==> images/wires.png <==
Drawn at 2 px/µm. Only two layers are drawn.
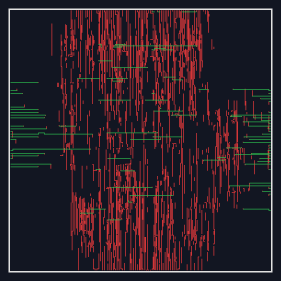
==> images/layer_met2.png <==
Drawn at 4 px/µm.
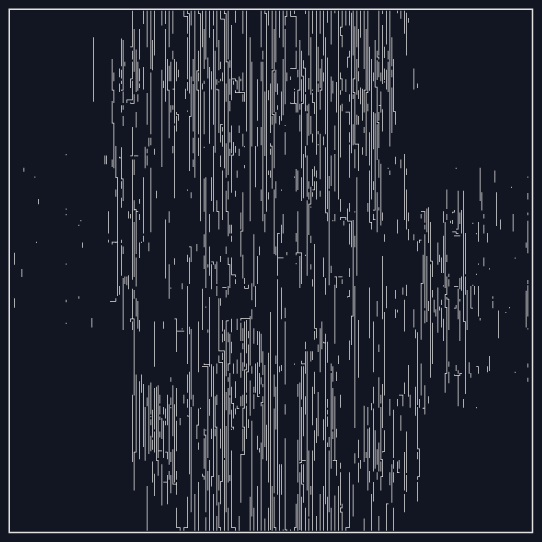
==> images/io_fan.png <==
Drawn at 2 px/µm.
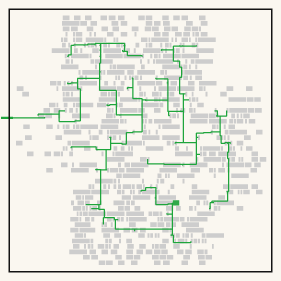
==> images/placement.png <==
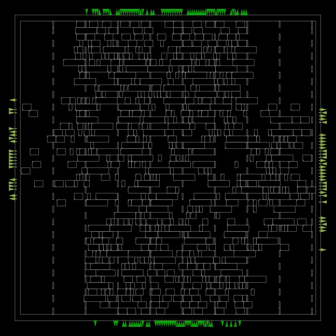
## src/rtl/fosfor_present_ctrl_if.sv

```systemverilog
// ============================================================================
// Module      : fosfor_present_ctrl_if
// Description : Control/status bundle between the PRESENT-80 round sequencer
//               and its surroundings (command decoder, key registers, state
//               datapath, register interface).
//   Start_i     : one-cycle start strobe
//   Abort_i     : synchronous abort
//   Key_ib      : 80-bit cipher key, sampled when a start is accepted
//   RoundKey_ob : current 64-bit round key
//   StateLoad_o : datapath loads the plaintext
//   RoundEn_o   : datapath performs one full round
//   FinalXor_o  : datapath performs the final key whitening
//   Round_ob    : current round counter
//   Busy_o      : operation in progress
//   Done_o      : one-cycle pulse, ciphertext valid
// Revision    : 1.0 - initial release
// ============================================================================
`default_nettype none

interface fosfor_present_ctrl_if;
  logic        Start_i;
  logic        Abort_i;
  logic [79:0] Key_ib;
  logic [63:0] RoundKey_ob;
  logic        StateLoad_o;
  logic        RoundEn_o;
  logic        FinalXor_o;
  logic [4:0]  Round_ob;
  logic        Busy_o;
  logic        Done_o;

  // Controller side
  modport slave (
    input  Start_i, Abort_i, Key_ib,
    output RoundKey_ob, StateLoad_o, RoundEn_o, FinalXor_o,
           Round_ob, Busy_o, Done_o
  );

  // Driver / observer side
  modport master (
    output Start_i, Abort_i, Key_ib,
    input  RoundKey_ob, StateLoad_o, RoundEn_o, FinalXor_o,
           Round_ob, Busy_o, Done_o
  );
endinterface

`default_nettype wire

```

## src/rtl/fosfor_present_ctrl.sv

```systemverilog
// ============================================================================
// Module      : fosfor_present_ctrl
// Description : Round sequencer and on-the-fly key scheduler for PRESENT-80.
//               Sequences LOAD -> ROUND x ROUNDS -> FINAL -> DONE and
//               advances the 80-bit key register once per ROUND cycle.
// Ports       :
//   Clk_k   : system clock, rising edge
//   Reset_r : asynchronous active-high reset
//   bus     : control/status bundle (slave modport), see interface header
// Revision    : 1.0 - initial release
// ============================================================================
`default_nettype none

module fosfor_present_ctrl #(
  parameter int ROUNDS = 31
) (
  input  logic                  Clk_k,
  input  logic                  Reset_r,
  fosfor_present_ctrl_if.slave  bus
);

  localparam logic [4:0] LAST_ROUND = 5'(ROUNDS);

  typedef enum logic [2:0] {
    IDLE  = 3'd0,
    LOAD  = 3'd1,
    ROUND = 3'd2,
    FINAL = 3'd3,
    DONE  = 3'd4
  } state_t;

  state_t      state;
  state_t      state_nxt;
  logic [79:0] key_reg;
  logic [79:0] key_next;
  logic [79:0] key_rot;
  logic [4:0]  round;

  function automatic logic [3:0] sbox(input logic [3:0] x);
    logic [3:0] y;
    case (x)
      4'h0: y = 4'hC;  4'h1: y = 4'h5;  4'h2: y = 4'h6;  4'h3: y = 4'hB;
      4'h4: y = 4'h9;  4'h5: y = 4'h0;  4'h6: y = 4'hA;  4'h7: y = 4'hD;
      4'h8: y = 4'h3;  4'h9: y = 4'hE;  4'hA: y = 4'hF;  4'hB: y = 4'h8;
      4'hC: y = 4'h4;  4'hD: y = 4'h7;  4'hE: y = 4'h1;  default: y = 4'h2;
    endcase
    return y;
  endfunction

  // Next round key: rotate left by 61, S-box the top nibble, and mix the
  // current round counter into bits 19:15.
  always_comb begin
    key_rot         = {key_reg[18:0], key_reg[79:19]};
    key_next        = key_rot;
    key_next[79:76] = sbox(key_rot[79:76]);
    key_next[19:15] = key_rot[19:15] ^ round;
  end

  // Next-state logic; abort overrides everything, including a start in IDLE.
  always_comb begin
    state_nxt = state;
    if (bus.Abort_i) begin
      state_nxt = IDLE;
    end else begin
      case (state)
        IDLE:    if (bus.Start_i) state_nxt = LOAD;
        LOAD:    state_nxt = ROUND;
        ROUND:   if (round == LAST_ROUND) state_nxt = FINAL;
        FINAL:   state_nxt = DONE;
        DONE:    state_nxt = IDLE;
        default: state_nxt = IDLE;
      endcase
    end
  end

  always_ff @(posedge Clk_k or posedge Reset_r) begin
    if (Reset_r) begin
      state <= IDLE;
    end else begin
      state <= state_nxt;
    end
  end

  // Key register and round counter. Both only move when the FSM says so;
  // outside IDLE-accept and ROUND they retain their values, so the final
  // round key stays visible after DONE.
  always_ff @(posedge Clk_k or posedge Reset_r) begin
    if (Reset_r) begin
      key_reg <= '0;
      round   <= '0;
    end else if (!bus.Abort_i) begin
      case (state)
        IDLE: begin
          if (bus.Start_i) begin
            key_reg <= bus.Key_ib;
            round   <= 5'd1;
          end
        end
        ROUND: begin
          key_reg <= key_next;
          // Counter saturates at the last round; FINAL reuses that value.
          if (round != LAST_ROUND) begin
            round <= round + 5'd1;
          end
        end
        default: ;
      endcase
    end
  end

  // All outputs decode registered state only.
  assign bus.RoundKey_ob = key_reg[79:16];
  assign bus.Round_ob    = round;
  assign bus.StateLoad_o = (state == LOAD);
  assign bus.RoundEn_o   = (state == ROUND);
  assign bus.FinalXor_o  = (state == FINAL);
  assign bus.Busy_o      = (state == LOAD) || (state == ROUND) || (state == FINAL);
  assign bus.Done_o      = (state == DONE);

endmodule

`default_nettype wire

```

## src/flat_wrapper.sv

```systemverilog
// flat-port wrapper written by rule: the top's interface ports become plain ports
module fosfor_present_ctrl_flat 
#(
  parameter int ROUNDS = 31
)
  (Clk_k, Reset_r, bus_Start_i, bus_Abort_i, bus_Key_ib, bus_RoundKey_ob, bus_StateLoad_o, bus_RoundEn_o, bus_FinalXor_o, bus_Round_ob, bus_Busy_o, bus_Done_o);
  fosfor_present_ctrl_if bus_i ();
  input  logic Clk_k;
  input  logic Reset_r;
  input wire logic [$bits(bus_i.Start_i)-1:0] bus_Start_i;
  input wire logic [$bits(bus_i.Abort_i)-1:0] bus_Abort_i;
  input wire logic [$bits(bus_i.Key_ib)-1:0] bus_Key_ib;
  output wire logic [$bits(bus_i.RoundKey_ob)-1:0] bus_RoundKey_ob;
  output wire logic [$bits(bus_i.StateLoad_o)-1:0] bus_StateLoad_o;
  output wire logic [$bits(bus_i.RoundEn_o)-1:0] bus_RoundEn_o;
  output wire logic [$bits(bus_i.FinalXor_o)-1:0] bus_FinalXor_o;
  output wire logic [$bits(bus_i.Round_ob)-1:0] bus_Round_ob;
  output wire logic [$bits(bus_i.Busy_o)-1:0] bus_Busy_o;
  output wire logic [$bits(bus_i.Done_o)-1:0] bus_Done_o;
  assign bus_i.Start_i = bus_Start_i;
  assign bus_i.Abort_i = bus_Abort_i;
  assign bus_i.Key_ib = bus_Key_ib;
  assign bus_RoundKey_ob = bus_i.RoundKey_ob;
  assign bus_StateLoad_o = bus_i.StateLoad_o;
  assign bus_RoundEn_o = bus_i.RoundEn_o;
  assign bus_FinalXor_o = bus_i.FinalXor_o;
  assign bus_Round_ob = bus_i.Round_ob;
  assign bus_Busy_o = bus_i.Busy_o;
  assign bus_Done_o = bus_i.Done_o;
  fosfor_present_ctrl #(.ROUNDS(ROUNDS)) u_core (.Clk_k(Clk_k), .Reset_r(Reset_r), .bus(bus_i));
endmodule
```

## config.mk

```make
export PLATFORM = sky130hd
export DESIGN_NAME = fosfor_present_ctrl_flat
export DESIGN_NICKNAME = d
export VERILOG_FILES = /design/src/rtl/fosfor_present_ctrl_if.sv /design/src/rtl/fosfor_present_ctrl.sv /design/src/flat_wrapper.sv
export SDC_FILE = /design/constraint.sdc
export NUM_CORES = 1
export LEC_CHECK = 0
export CAP_MARGIN = 20
export CORE_MARGIN = 2
export CORE_UTILIZATION = 30
export DETAILED_ROUTE_END_ITERATION = 12
export HOLD_SLACK_MARGIN = 0.05
export PLACE_DENSITY = 0.6
export SYNTH_ARGS = -nofsm -noshare
export SYNTH_HDL_FRONTEND = slang
export SYNTH_SLANG_ARGS = --single-unit
```

## constraint.sdc

```tcl
create_clock -name Clk_k -period 7.1 [get_ports Clk_k]
set_input_delay 1.065 -clock Clk_k [delete_from_list [all_inputs] [get_ports Clk_k]]
set_output_delay 1.065 -clock Clk_k [all_outputs]
set_load 0.01 [all_outputs]
```

==> metrics.cfg <==
[clocking]
clock_path_buffers=2
cts-resized-gates=0

[floorplanning]
rows=46
die_area_mm2=0.0170

[final_timing]
hold_viol_final=0
period_minus_slack_ps=3500

[routing]
met1_length_mm=6.44
dr.pass1.iters=5
drc=0

[synthesis]
simple_gate_area_share_pct=20.4
netlist.area_leader.share_pct=45.9
ys.flops=88
synthCells=568
ys_types=35
synth.cell_area_mm2=0.00480
yosys_most_used_dff=dfrtp_1

[setup_path]
slowest_delay_ps=660
cp_cell_sequence=or3b_4 -> clkinv_4 -> clkdlybuf4s50_1
critPathTopFamily=buffers and inverters
setup.worst_path.start_class=register
timing.rr.end=u_core.bus.Round_ob[1]
cp.depth=3

[status]
outcome=finished, final reports clean

[place]
dp_hpwl_mm=10.4
dp_cells=841
placed_area_mm2=0.00595

[finish]
comb_area_share_pct=29.5
logic_gate_count=369
logic_area_mm2=0.00184
largest_class=flip-flops and latches

[power_and_ir_drop]
p_leak_nw=2.55

[job]
tool_warnings=32

[worst_hold_path]
hp-class=reg -> reg

[grt]
grt_remaining_overflow=0
grtUsageMet2_pct=26.5
grt_pass1_vias=3879
grt_max_degree=117

Notes on wires.png above:
legend:
  metal 3:
    colour: green
    wire_length: 892 µm
  metal 2:
    colour: red
    wire_length: 6610 µm

Notes on layer_met2.png above:
wire length on this layer: 6610 µm
longest straight run: 54.4 µm
share of all routed wire: 47%
nets with wire on the layer: 584
main direction: vertical

Notes on io_fan.png above:
legend:
  bus_RoundEn_o:
    colour: green
    bits: 1
    direction: output
    edge: west
    end_cells: 1
    wire: 724 µm
I/O Buffers: 157
I/O Pins: 158

Notes on placement.png above:
final core utilization: 39.6%
post-layout instance count excluding filler cells: 857
fillcell total: 1615
flop count: 88

[worst min-delay path: cells and delay by family, from the launching register on]
| kind | cells | cell delay (ps) |
|---|---|---|
| and+or+nand+nor | 1 | 50 |
| DFF | 1 | 370 |
| AOI/OAI and AO/OA | 1 | 70 |
[worst min-delay path by stage]
stage | end | slack [ps] | from
6_report | u_core.key_reg[75] | 530 | u_core.key_reg[14]
5_1_grt | u_core.key_reg[67] | 550 | u_core.key_reg[6]
4_1_cts | u_core.key_reg[75] | 540 | u_core.key_reg[14]
3_5_place_dp | u_core.key_reg[75] | 530 | u_core.key_reg[14]
3_3_place_gp | u_core.key_reg[75] | 520 | u_core.key_reg[14]
2_1_floorplan | u_core.key_reg[79] | 470 | u_core.key_reg[79]
[where the power goes]
| part | switching, W | internal, W |
|---|---|---|
| clock network | 0.000199 | 0.000267 |
| registers | 0.000183 | 0.000666 |
| logic | 0.000368 | 0.000425 |
[placed cells by master, fill, tap and decap left out, drive strengths merged]
| cell type | count |
|---|---|
| or4 | 1 |
| inv | 5 |
| a31oi | 71 |
| clkbuf | 13 |
| nand2b | 2 |
| and3 | 1 |
| xnor2 | 7 |
| o211ai | 2 |
| mux2i | 1 |
| a21oi | 7 |
| and2 | 1 |
| a21o | 1 |
| a22o | 2 |
| o21ai | 15 |
| nor3 | 3 |
| nand2 | 151 |
| a221oi | 1 |
| buf | 4 |
| a211oi | 3 |
| clkinvlp | 1 |
| a41oi | 1 |
| mux4 | 2 |
| clkinv | 4 |
| nor4 | 1 |
| dfrtp | 88 |
| ha | 7 |
| nand4 | 1 |
| nor2 | 85 |
| or4b | 1 |
| clkdlybuf4s50 | 157 |
| or3b | 1 |
| o41ai | 1 |
Power and IR drop assume default switching activity.
